==> config.mk <==
export PLATFORM = sky130hd
export DESIGN_NAME = viterbi_burst_channel
export DESIGN_NICKNAME = d
export VERILOG_FILES = /design/src/rtl/viterbi_chan_pkg.sv /design/src/rtl/chan_lfsr32.sv /design/src/rtl/viterbi_burst_channel.sv
export SDC_FILE = /design/constraint.sdc
export NUM_CORES = 1
export LEC_CHECK = 0
export CORE_ASPECT_RATIO = 1.2
export CORE_MARGIN = 4
export CORE_UTILIZATION = 40
export CTS_CLUSTER_DIAMETER = 200
export CTS_CLUSTER_SIZE = 10
export DETAILED_ROUTE_END_ITERATION = 12
export PLACE_DENSITY = 0.68
export SLEW_MARGIN = 10
export SYNTH_ARGS = -nofsm -noshare
export SYNTH_HDL_FRONTEND = slang
export SYNTH_HIERARCHICAL = 1
export SYNTH_SLANG_ARGS = --single-unit
==> constraint.sdc <==
create_clock -name clk -period 4.5 [get_ports clk]
set_clock_uncertainty 0.2 [all_clocks]
set_input_delay 1.35 -clock clk [delete_from_list [all_inputs] [get_ports clk]]
set_output_delay 1.35 -clock clk [all_outputs]
set_load 0.01 [all_outputs]
==> src/rtl/viterbi_chan_pkg.sv <==
// rtl/viterbi_chan_pkg.sv - shared types and constants for the Viterbi test-harness channel model
package viterbi_chan_pkg;

    typedef enum logic [1:0] {
        CH_CLEAN  = 2'd0,
        CH_RANDOM = 2'd1,
        CH_BURST  = 2'd2,
        CH_INVERT = 2'd3
    } ch_mode_e;

    typedef enum logic {
        ST_IDLE  = 1'b0,
        ST_BURST = 1'b1
    } ch_state_e;

    // Right-shifting Galois form of x^32 + x^22 + x^2 + x + 1
    localparam logic [31:0] LFSR_POLY    = 32'h8020_0003;
    localparam logic [31:0] DEFAULT_SEED = 32'hACE1_2B3D;

endpackage

==> src/rtl/chan_lfsr32.sv <==
// rtl/chan_lfsr32.sv - 32-bit Galois LFSR with enable and synchronous reset to a seed
module chan_lfsr32 import viterbi_chan_pkg::*; #(
    parameter logic [31:0] SEED = DEFAULT_SEED
) (
    input  logic        clk,
    input  logic        rst,
    input  logic        i_en,
    output logic [31:0] o_state
);

    logic [31:0] r_state;

    always_ff @(posedge clk) begin
        if (rst) begin
            r_state <= SEED;
        end else if (i_en) begin
            r_state <= {1'b0, r_state[31:1]} ^ (r_state[0] ? LFSR_POLY : 32'h0);
        end
    end

    assign o_state = r_state;

endmodule

==> src/rtl/viterbi_burst_channel.sv <==
// rtl/viterbi_burst_channel.sv - seedable error-injecting channel; CHANNEL_ERR_STATS_EN builds the error counters
module viterbi_burst_channel import viterbi_chan_pkg::*; #(
    parameter int unsigned W         = 2,
    parameter int unsigned N         = 6,
    parameter int unsigned BURST_LEN = 4,
    parameter logic [31:0] SEED      = DEFAULT_SEED
) (
    input  logic         clk,
    input  logic         rst,
    input  logic [1:0]   mode_i,
    input  logic         valid_i,
    input  logic [W-1:0] sym_i,
    output logic         valid_o,
    output logic [W-1:0] sym_o,
    output logic [W-1:0] err_mask_o,
    output logic         burst_active_o,
    output logic [31:0]  err_bit_ct_o,
    output logic [31:0]  err_sym_ct_o
);

    localparam logic [7:0] BURST_LOAD = 8'(BURST_LEN - 1);

    logic [31:0]  w_lfsr;
    logic         w_trig;
    logic [W-1:0] w_rm;
    logic [W-1:0] w_fm;
    logic [W-1:0] w_mask;
    logic         w_ba;
    ch_mode_e     w_mode;
    ch_state_e    w_state_nxt;
    logic [7:0]   w_cnt_nxt;
    logic         w_unused_lfsr;

    ch_state_e    r_state;
    logic [7:0]   r_cnt;
    logic         r_valid;
    logic [W-1:0] r_sym;
    logic [W-1:0] r_mask;
    logic         r_ba;

    chan_lfsr32 #(.SEED(SEED)) u_lfsr (
        .clk     (clk),
        .rst     (rst),
        .i_en    (valid_i),
        .o_state (w_lfsr)
    );

    assign w_unused_lfsr = ^w_lfsr;
    assign w_trig        = &w_lfsr[N-1:0];
    assign w_rm          = w_lfsr[31 -: W];
    assign w_fm          = (w_rm == '0) ? {W{1'b1}} : w_rm;
    assign w_mode        = ch_mode_e'(mode_i);

    // Any mode other than BURST aborts a running burst on the same symbol
    always_comb begin
        w_mask      = '0;
        w_ba        = 1'b0;
        w_state_nxt = ST_IDLE;
        w_cnt_nxt   = '0;
        case (w_mode)
            CH_CLEAN: begin
                w_mask = '0;
            end
            CH_RANDOM: begin
                if (w_trig) w_mask = w_rm;
            end
            CH_BURST: begin
                if (r_state == ST_BURST) begin
                    w_mask      = w_fm;
                    w_ba        = 1'b1;
                    w_cnt_nxt   = r_cnt - 8'd1;
                    w_state_nxt = (r_cnt == 8'd1) ? ST_IDLE : ST_BURST;
                end else if (w_trig) begin
                    w_mask      = w_fm;
                    w_ba        = 1'b1;
                    w_cnt_nxt   = BURST_LOAD;
                    w_state_nxt = (BURST_LEN > 1) ? ST_BURST : ST_IDLE;
                end
            end
            CH_INVERT: begin
                w_mask = {W{1'b1}};
            end
            default: begin
                w_mask = '0;
            end
        endcase
    end

    always_ff @(posedge clk) begin
        if (rst) begin
            r_state <= ST_IDLE;
            r_cnt   <= '0;
            r_valid <= 1'b0;
            r_sym   <= '0;
            r_mask  <= '0;
            r_ba    <= 1'b0;
        end else if (valid_i) begin
            r_state <= w_state_nxt;
            r_cnt   <= w_cnt_nxt;
            r_valid <= 1'b1;
            r_sym   <= sym_i ^ w_mask;
            r_mask  <= w_mask;
            r_ba    <= w_ba;
        end else begin
            r_valid <= 1'b0;
        end
    end

    assign valid_o        = r_valid;
    assign sym_o          = r_sym;
    assign err_mask_o     = r_mask;
    assign burst_active_o = r_ba;

`ifdef CHANNEL_ERR_STATS_EN
    logic [31:0] r_err_bit_ct;
    logic [31:0] r_err_sym_ct;
    logic [5:0]  w_pop;
    logic [32:0] w_bit_sum;
    logic [32:0] w_sym_sum;

    always_comb begin
        w_pop = '0;
        for (int i = 0; i < W; i++) begin
            w_pop = w_pop + 6'(w_mask[i]);
        end
        w_bit_sum = {1'b0, r_err_bit_ct} + 33'(w_pop);
        w_sym_sum = {1'b0, r_err_sym_ct} + 33'(|w_mask);
    end

    // Carry out of the 33-bit sum pins the count at all-ones
    always_ff @(posedge clk) begin
        if (rst) begin
            r_err_bit_ct <= '0;
            r_err_sym_ct <= '0;
        end else if (valid_i) begin
            r_err_bit_ct <= w_bit_sum[32] ? 32'hFFFF_FFFF : w_bit_sum[31:0];
            r_err_sym_ct <= w_sym_sum[32] ? 32'hFFFF_FFFF : w_sym_sum[31:0];
        end
    end

    assign err_bit_ct_o = r_err_bit_ct;
    assign err_sym_ct_o = r_err_sym_ct;
`else
    assign err_bit_ct_o = '0;
    assign err_sym_ct_o = '0;
`endif

endmodule

==> images/ff_map.png <==
Scale bar: 20 um. Other sequential cells in the stronger grey, the rest of the logic in the fainter grey.
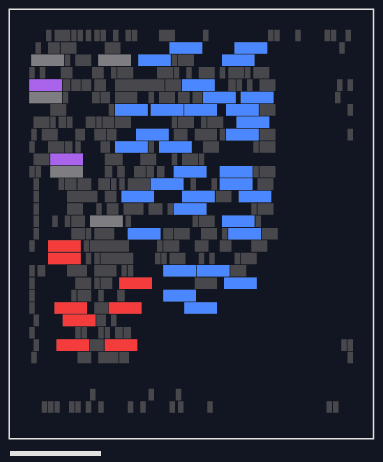
| colour | signal | flops |
|---|---|---|
| red | `r_cnt` | 8 |
| blue | `u_lfsr/o_state` | 32 |
| purple | `err_mask_o` | 2 |
FF+latch area: 941 um^2
Core Util, Final: 41.2%
sequential portion of the cell area: 38.0%

==> images/port_trees.png <==
Scale bar: 20 um.
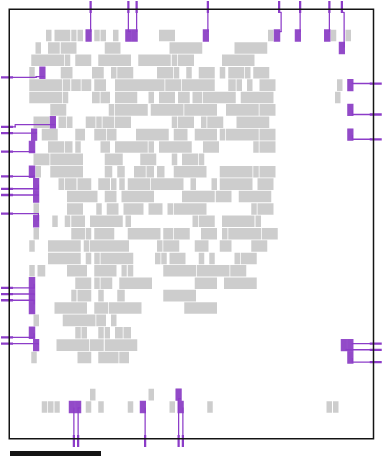
| colour | port | direction | end cells | buffers | wire |
|---|---|---|---|---|---|
| purple | `err_sym_ct_o` | output | 32 | 0 | 185 um |

==> results.cfg <==
; physical design summary
[status]
status = finished, final reports clean

[synth]
top_cells_by_area = dfxtp_1 38%, buf_4 20%, mux2i_1 12%
simple_gate_share_pct = 15.8
synth_top_cell_by_count = buf_4
xor_area_share_pct = 2.13
top_area_share_pct = 38.2
synthCells = 261
avgSynthCellArea_um2 = 9.45
yosys_most_used_dff = dfxtp_1
ys_sh_mux_pct = 11.8
postSynthSeqShare_pct = 38.2
top_area_cell = dfxtp_1
yosys_warnings = 6
yosysChipArea_um2 = 2470
edf_count = 0
common_cells = 65 x buf_4, 47 x dfxtp_1, 29 x mux2i_1

[placed_design]
dp_cells = 347
place_area_um2 = 2360

[final_layout]
logic_gates = 198
final_cells = 355
fillers = 612
buf_share_pct = 5.25
area_growth_pct = 0.457
clock_buffers = 5
diodes = 0
buffers = 14
comb_area_share_pct = 47.1

[routing]
via_per_inst = 4.19
met2_length_mm = 1.75
wire_per_inst_um = 9.86
maxUsedRoutingLayer = met4
final_antenna_net_count = 0
drtIter0Drc = 39

[critical_path]
crit_family = buffers and inverters
critPathBufInv = 2
crit_slowest_cell = clkdlybuf4s50_1
cp-end-kind = flop
path_class = in -> reg
reg2reg_from = r_cnt[0]
reg2reg_depth = 5
cpPeakStageDelay_ns = 0.90
cp-start-kind = primary input
cp.depth = 4
path_cells = clkdlybuf4s50_1 > buf_4 > nor3_1 > a31oi_1
cp-startpoint = rst
reg2reg_to = r_state
crit_end = u_lfsr/o_state[21]

[global_routing]
grt.met3_usage_pct = 2.78
grt_max_degree = 33
first_global_vias = 1387

[floorplan]
io_pins = 77
core-area_um2 = 6010
chipArea_um2 = 7490
die_h_um = 94.0
fp.dieW_um = 79.7

[clock_tree]
numCtsBuffers = 5
cts_tree = built
h-tree-depth = 2
path_clk_slew_ns = 0.09
cts_resized = 0
cts_hold_buf = 0

[power_and_ir_drop]
p_seq_mw = 0.456
swShare_pct = 25.9
p_comb_mw = 0.116
powerDensity_nw_per_um2 = 356
p_switching_mw = 0.228
top_power_group = sequential cells

[sta]
rsz0062_at_grt = no
max_freq_ghz = 0.364
tightest_slew_ns = 0.750
timing.final.crit_share_pct = 61.0
slew_headroom_pct = 50.0
holdWs_ns = 0.275
slew_viol_final = 0
hold_viol_final = 0

[hold_path]
hp-start = err_mask_o[0]

[run]
warnings = 27
maxCapViolCount = 0
==> images/m1.png <==
Scale bar: 20 um. Supply wires on this layer in grey. Cells faint in the background.
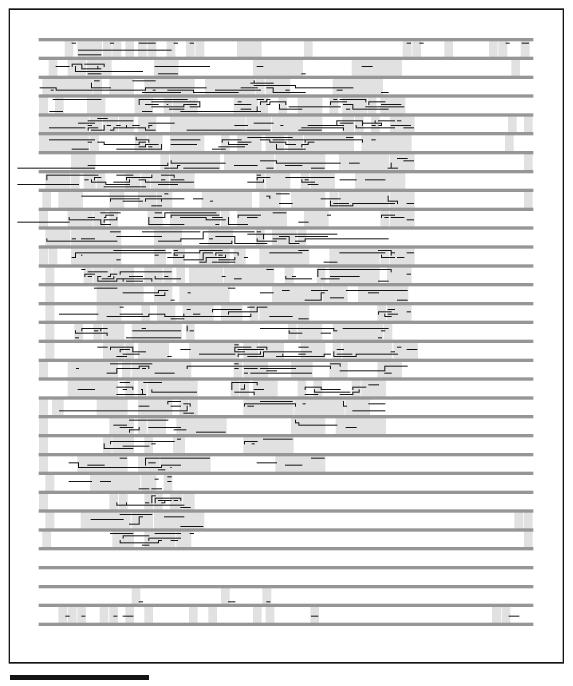
wire length on this layer: 1470 um
main direction: horizontal
share of all routed wire: 42%
nets with wire on the layer: 226
vias: 1486
routed wire length: 3.50 mm

==> images/congestion_map.png <==
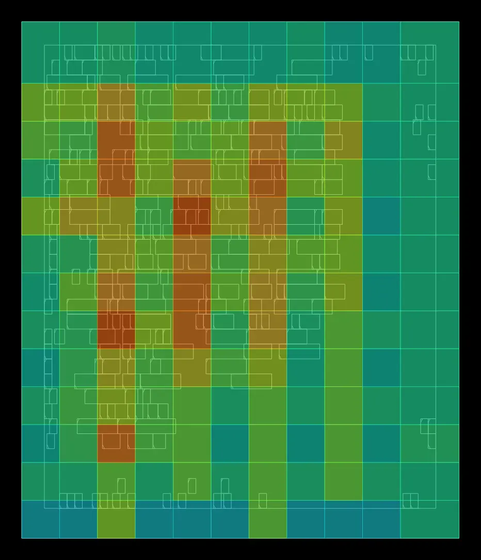
met1 GRT Util: 10.7%
GRT met2 Usage: 16.9%
Most Crowded Layer GR: met2
global-route usage over all layers: 9.55%

